Fig. 1: clock wires, drivers and flops
Bar = 20 µm.
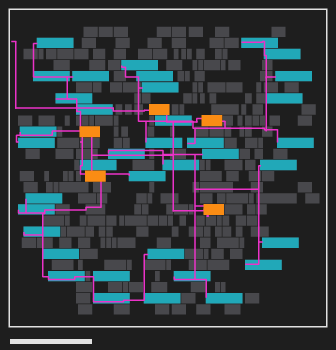
Fig. 2: where the registers sit
Bar = 20 µm. Other sequential cells in the stronger gray, the rest of the logic in the fainter gray.
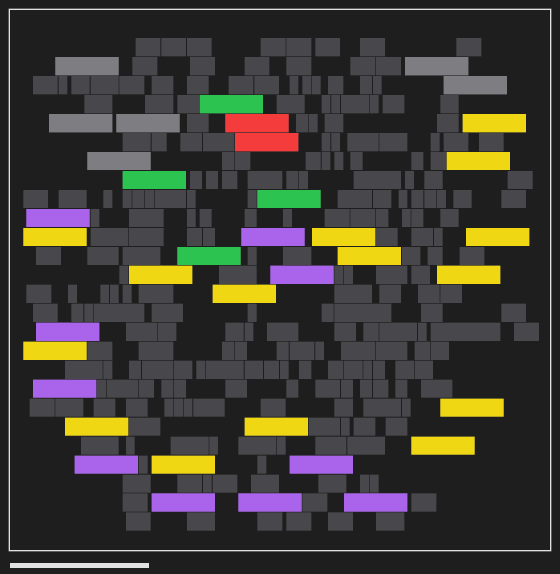
Fig. 3: cell sizes after repair
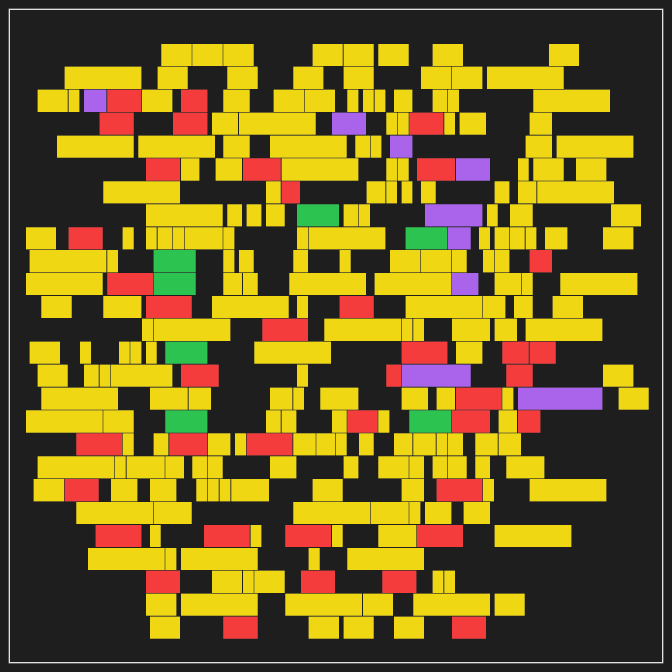
Fig. 4: cell placement
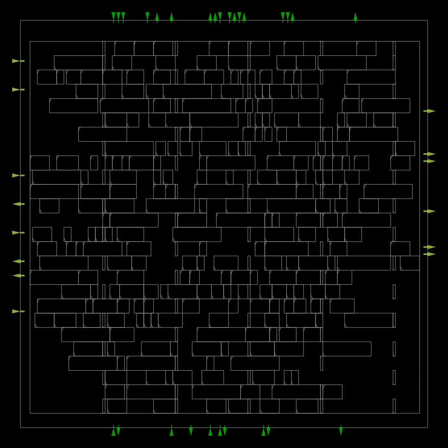
$ cat src/rtl/table_seq_gen_if.sv
// Handshake bundle for the multiplication-table sequencer: start/operand request
// side plus the valid/ready product stream and status flags.
interface table_seq_gen_if #(
    parameter int WIDTH = 10,
    parameter int IDX_W = 4,
    parameter int OUT_W = 14
);
    logic             start;
    logic [WIDTH-1:0] a;
    logic [IDX_W-1:0] terms;
    logic             abort;
    logic             out_ready;
    logic             out_valid;
    logic [OUT_W-1:0] out_data;
    logic [IDX_W-1:0] out_idx;
    logic             busy;
    logic             done;
    logic             ovf;

    modport master (
        output start, a, terms, abort, out_ready,
        input  out_valid, out_data, out_idx, busy, done, ovf
    );

    modport slave (
        input  start, a, terms, abort, out_ready,
        output out_valid, out_data, out_idx, busy, done, ovf
    );
endinterface

$ cat src/rtl/table_seq_gen.sv
// Streams a*1 .. a*N on a valid/ready port, building each product by saturating
// repeated addition; one-cycle done pulse on normal completion.
module table_seq_gen #(
    parameter int WIDTH = 10,
    parameter int IDX_W = 4,
    parameter int OUT_W = 14
) (
    input  logic           clk,
    input  logic           rst,
    table_seq_gen_if.slave bus
);
    localparam logic [1:0] S_IDLE = 2'd0;
    localparam logic [1:0] S_RUN  = 2'd1;
    localparam logic [1:0] S_DONE = 2'd2;

    // Wide enough to hold any accumulator + operand sum without wrapping.
    localparam int SUM_W = ((OUT_W > WIDTH) ? OUT_W : WIDTH) + 2;
    localparam logic [SUM_W-1:0] MAX_SUM = {{(SUM_W-OUT_W){1'b0}}, {OUT_W{1'b1}}};

    function automatic logic over_max(input logic [SUM_W-1:0] v);
        return (v > MAX_SUM);
    endfunction

    function automatic logic [OUT_W:0] sat_clamp(input logic [SUM_W-1:0] v);
        logic [SUM_W-1:0] c;
        c = (v > MAX_SUM) ? MAX_SUM : v;
        return c[OUT_W:0];
    endfunction

    logic [1:0]       state_q, state_d;
    logic [OUT_W:0]   acc_q,   acc_d;
    logic [WIDTH-1:0] a_q,     a_d;
    logic [IDX_W-1:0] n_q,     n_d;
    logic [IDX_W-1:0] idx_q,   idx_d;
    logic             valid_q, valid_d;
    logic             ovf_q,   ovf_d;

    logic [SUM_W-1:0] load_sum;
    logic [SUM_W-1:0] step_sum;

    always_comb begin
        state_d  = state_q;
        acc_d    = acc_q;
        a_d      = a_q;
        n_d      = n_q;
        idx_d    = idx_q;
        valid_d  = valid_q;
        ovf_d    = ovf_q;
        load_sum = SUM_W'(bus.a);
        step_sum = SUM_W'(acc_q) + SUM_W'(a_q);

        case (state_q)
            S_IDLE: begin
                if (bus.start) begin
                    ovf_d = 1'b0;
                    if (bus.terms != '0) begin
                        // An operand wider than the output already saturates on beat 1.
                        a_d     = bus.a;
                        n_d     = bus.terms;
                        acc_d   = sat_clamp(load_sum);
                        ovf_d   = over_max(load_sum);
                        idx_d   = IDX_W'(1);
                        valid_d = 1'b1;
                        state_d = S_RUN;
                    end else begin
                        state_d = S_DONE;
                    end
                end
            end
            S_RUN: begin
                if (bus.abort) begin
                    valid_d = 1'b0;
                    state_d = S_IDLE;
                end else if (valid_q && bus.out_ready) begin
                    if (idx_q == n_q) begin
                        valid_d = 1'b0;
                        state_d = S_DONE;
                    end else begin
                        acc_d = sat_clamp(step_sum);
                        if (over_max(step_sum)) begin
                            ovf_d = 1'b1;
                        end
                        idx_d = idx_q + IDX_W'(1);
                    end
                end
            end
            S_DONE: begin
                state_d = S_IDLE;
            end
            default: begin
                state_d = S_IDLE;
                valid_d = 1'b0;
            end
        endcase
    end

    always_ff @(posedge clk or posedge rst) begin
        if (rst) begin
            state_q <= S_IDLE;
            acc_q   <= '0;
            a_q     <= '0;
            n_q     <= '0;
            idx_q   <= '0;
            valid_q <= 1'b0;
            ovf_q   <= 1'b0;
        end else begin
            state_q <= state_d;
            acc_q   <= acc_d;
            a_q     <= a_d;
            n_q     <= n_d;
            idx_q   <= idx_d;
            valid_q <= valid_d;
            ovf_q   <= ovf_d;
        end
    end

    assign bus.out_valid = valid_q;
    assign bus.out_data  = acc_q[OUT_W-1:0];
    assign bus.out_idx   = idx_q;
    assign bus.busy      = (state_q != S_IDLE);
    assign bus.done      = (state_q == S_DONE);
    assign bus.ovf       = ovf_q;
endmodule

$ cat src/flat_wrapper.sv
// flat-port wrapper written by rule: the top's interface ports become plain ports
module table_seq_gen_flat 
#(
    parameter int WIDTH = 10,
    parameter int IDX_W = 4,
    parameter int OUT_W = 14
)
  (clk, rst, bus_start, bus_a, bus_terms, bus_abort, bus_out_ready, bus_out_valid, bus_out_data, bus_out_idx, bus_busy, bus_done, bus_ovf);
  table_seq_gen_if #(.WIDTH(WIDTH), .IDX_W(IDX_W), .OUT_W(OUT_W)) bus_i ();
  input  logic clk;
  input  logic rst;
  input wire logic [$bits(bus_i.start)-1:0] bus_start;
  input wire logic [$bits(bus_i.a)-1:0] bus_a;
  input wire logic [$bits(bus_i.terms)-1:0] bus_terms;
  input wire logic [$bits(bus_i.abort)-1:0] bus_abort;
  input wire logic [$bits(bus_i.out_ready)-1:0] bus_out_ready;
  output wire logic [$bits(bus_i.out_valid)-1:0] bus_out_valid;
  output wire logic [$bits(bus_i.out_data)-1:0] bus_out_data;
  output wire logic [$bits(bus_i.out_idx)-1:0] bus_out_idx;
  output wire logic [$bits(bus_i.busy)-1:0] bus_busy;
  output wire logic [$bits(bus_i.done)-1:0] bus_done;
  output wire logic [$bits(bus_i.ovf)-1:0] bus_ovf;
  assign bus_i.start = bus_start;
  assign bus_i.a = bus_a;
  assign bus_i.terms = bus_terms;
  assign bus_i.abort = bus_abort;
  assign bus_i.out_ready = bus_out_ready;
  assign bus_out_valid = bus_i.out_valid;
  assign bus_out_data = bus_i.out_data;
  assign bus_out_idx = bus_i.out_idx;
  assign bus_busy = bus_i.busy;
  assign bus_done = bus_i.done;
  assign bus_ovf = bus_i.ovf;
  table_seq_gen #(.WIDTH(WIDTH), .IDX_W(IDX_W), .OUT_W(OUT_W)) u_core (.clk(clk), .rst(rst), .bus(bus_i));
endmodule
$ cat config.mk
export PLATFORM = sky130hd
export DESIGN_NAME = table_seq_gen_flat
export DESIGN_NICKNAME = d
export VERILOG_FILES = /design/src/rtl/table_seq_gen_if.sv /design/src/rtl/table_seq_gen.sv /design/src/flat_wrapper.sv
export SDC_FILE = /design/constraint.sdc
export NUM_CORES = 1
export LEC_CHECK = 0
export ABC_AREA = 0
export CAP_MARGIN = 20
export CORE_MARGIN = 1.5
export CORE_UTILIZATION = 45
export DETAILED_ROUTE_END_ITERATION = 12
export PLACE_DENSITY = 0.66
export SLEW_MARGIN = 15
export SYNTH_ARGS = -nofsm -noshare
export SYNTH_HDL_FRONTEND = slang
export SYNTH_SLANG_ARGS = --single-unit
$ cat constraint.sdc
create_clock -name clk -period 3.9 [get_ports clk]
set_input_delay 0.78 -clock clk [delete_from_list [all_inputs] [get_ports clk]]
set_output_delay 0.78 -clock clk [all_outputs]
set_load 0.03 [all_outputs]
==> flow_summary.json <==
{
  "min_period_ns": 2.62,
  "r2r_cells": 9,
  "powerDensity_nw_per_um2": 922,
  "drtIter0Drc": 124,
  "critPathTopFamily": "buffers and inverters",
  "status": "complete, no violations",
  "syn_inst": 245,
  "drive_above_1_share": 0.199,
  "postCtsSetupBuffers": 0,
  "endpoint_kind": "flop",
  "cts_tree": "yes",
  "grt-ovfl-total": 0,
  "hold_path_class": "flop to flop",
  "ff_type": "dfrtp_1",
  "layout.area.comb_um2": 1380,
  "track_usage": 0.183,
  "io_buffers": 40,
  "crit_fanout": 22,
  "crit_buf_inv": 2,
  "nets": 306,
  "cts_resized": 0,
  "arrival_ns": 2.80,
  "vias_per_cell": 5.48,
  "initCoreUtil": 0.476,
  "holdPathEnd": "u_core.state_q[1]",
  "hp-start": "u_core.state_q[1]",
  "die_x_um": 77.4,
  "tightest_slew_ns": 1.00,
  "edf_count": 0,
  "chipHeight_um": 77.4,
  "max_stage_delay_ns": 0.61,
  "min_period_over_period": 0.672,
  "required_ns": 4.08,
  "postPlaceCellArea_um2": 2860,
  "yosysTopAreaCell": "dfrtp_1",
  "slew_viol_final": 0,
  "fillers": 469,
  "fp_nets": 276,
  "grt_pass1_wl_um": 8810,
  "ys_area_um2": 2490,
  "gp_congestion": 0.836,
  "grt_pass1_vias": 1816,
  "clkTransAtPathRegs_ns": 0.08,
  "synth_async_sr_flop_share": 1.00,
  "drt-wirelength-per-cell_um": 14.9,
  "r2r-start": "u_core.acc_q[0]",
  "cts_buffer_depth": 2
}
-- Fig. 1 (at the start) --
[orange] clock drivers | count: 5
[cyan] flip-flops | count: 37
[magenta] clock wires | length: 541 µm
flops lie: widely spread
routed clock nets: 6
final setup skew: 0.0104 ns
clock network fraction of total power: 0.111
worst-skew pair later-pin latency: 0.29 ns
Clk power: 303 µW

-- Fig. 2 (at the start) --
[purple] u_core.a_q | placed flops: 10
[green] u_core.bus.out_idx | placed flops: 4
[yellow] u_core.acc_q | placed flops: 15
[red] u_core.state_q | placed flops: 2
not colored: 6
Seq power: 676 µW
post-layout util: 0.565
Storage cell area: 926 µm²

-- Fig. 3 (at the start) --
[green] _6 and larger | cells: 7 | share: 2.5%
[purple] _3 and _4 cells | cells: 9 | share: 3.3%
[red] _2 cells | cells: 39 | share: 14%
[yellow] _0 and _1 cells | cells: 221 | share: 80%
Repair and plain buffers: 43
Final Cell Area: 2960 µm²
setup ws final: 1.28 ns
P&R area growth vs syn: 18.7%

-- Fig. 4 (at the start) --
Core Footprint: 5240 µm²
flop share of the area: 0.313
Core Rows: 26

## routing by layer
layer	global-route usage	vias up	part of all wire
li1	-	942	-
met1	0.262	920	0.49
met2	0.287	29	0.47
met3	0.0353	5	0.031
met4	0.0382	0	0.0074
met5	0	-	0
## area by class of cell
class	instances	share of cell area
clock inverter	1	0.00169
multi-input combinational	178	0.468
inverter	10	0.0127
clock buffer	7	0.0326
tap	70	0.0296
timing repair buffer	43	0.143
sequential	37	0.313
## sequential cells by signal, summed over array words and instances (netlist names)
signal / count
u_core.bus.out_idx: 4
u_core.acc_q: 15
u_core.bus.out_valid: 1
u_core.n_q: 4
u_core.a_q: 10
u_core.state_q: 2
u_core.bus.ovf: 1
## power by group
part / internal (mW) / switching (mW) / total [mW]
Sequential: 0.538 / 0.138 / 0.676
Clock: 0.160 / 0.143 / 0.303
Combinational: 0.765 / 0.984 / 1.75
## worst max path at each step
stage / startpoint / end / slack [ns]
2_1_floorplan: u_core.acc_q[0] / u_core.acc_q[0] / 1.51
3_3_place_gp: bus_abort / u_core.acc_q[11] / 1.01
4_1_cts: bus_abort / u_core.acc_q[11] / 1.28
5_1_grt: u_core.acc_q[0] / u_core.acc_q[0] / 1.15
3_5_place_dp: bus_abort / u_core.acc_q[11] / 0.97
6_report: bus_abort / u_core.acc_q[11] / 1.28
## cells by family (layout without fill, tap and decap cells)
| kind of cell | after synthesis | count (layout) | share of synthesized area |
|---|---|---|---|
| and+or+nand+nor | 81 | 81 | 0.172 |
| AOI/OAI and AO/OA | 62 | 62 | 0.225 |
| DFF | 37 | 37 | 0.371 |
| buffers and inverters | 30 | 61 | 0.0733 |
| muxes | 14 | 14 | 0.0628 |
| adders and majority gates | 12 | 12 | 0.0633 |
| xor gates and xnor gates | 9 | 9 | 0.0316 |
## cells in the mapped netlist (3+ instances only)
cell and number:
nor2_1 30, xor2_1 7, o21ai_0 11, a21o_1 4, buf_4 16, ha_1 11, o21a_1 5, a221oi_2 10
nand2_1 19, a21oi_1 9, mux2_2 13, dfrtp_1 37, nand3_1 5, or3_1 3, inv_1 10
## through the flow
stage / hold slack, ns / setup WS (ns) / instances
6_report: 0.498 / 1.28 / 346
2_1_floorplan: 0.452 / 1.51 / 245
3_5_place_dp: 0.485 / 0.972 / 338
5_1_grt: 0.528 / 1.15 / 346
4_1_cts: 0.496 / 1.28 / 346
3_3_place_gp: 0.472 / 1.01 / 338
No activity file was given, so power comes from the tool's default toggle rates.
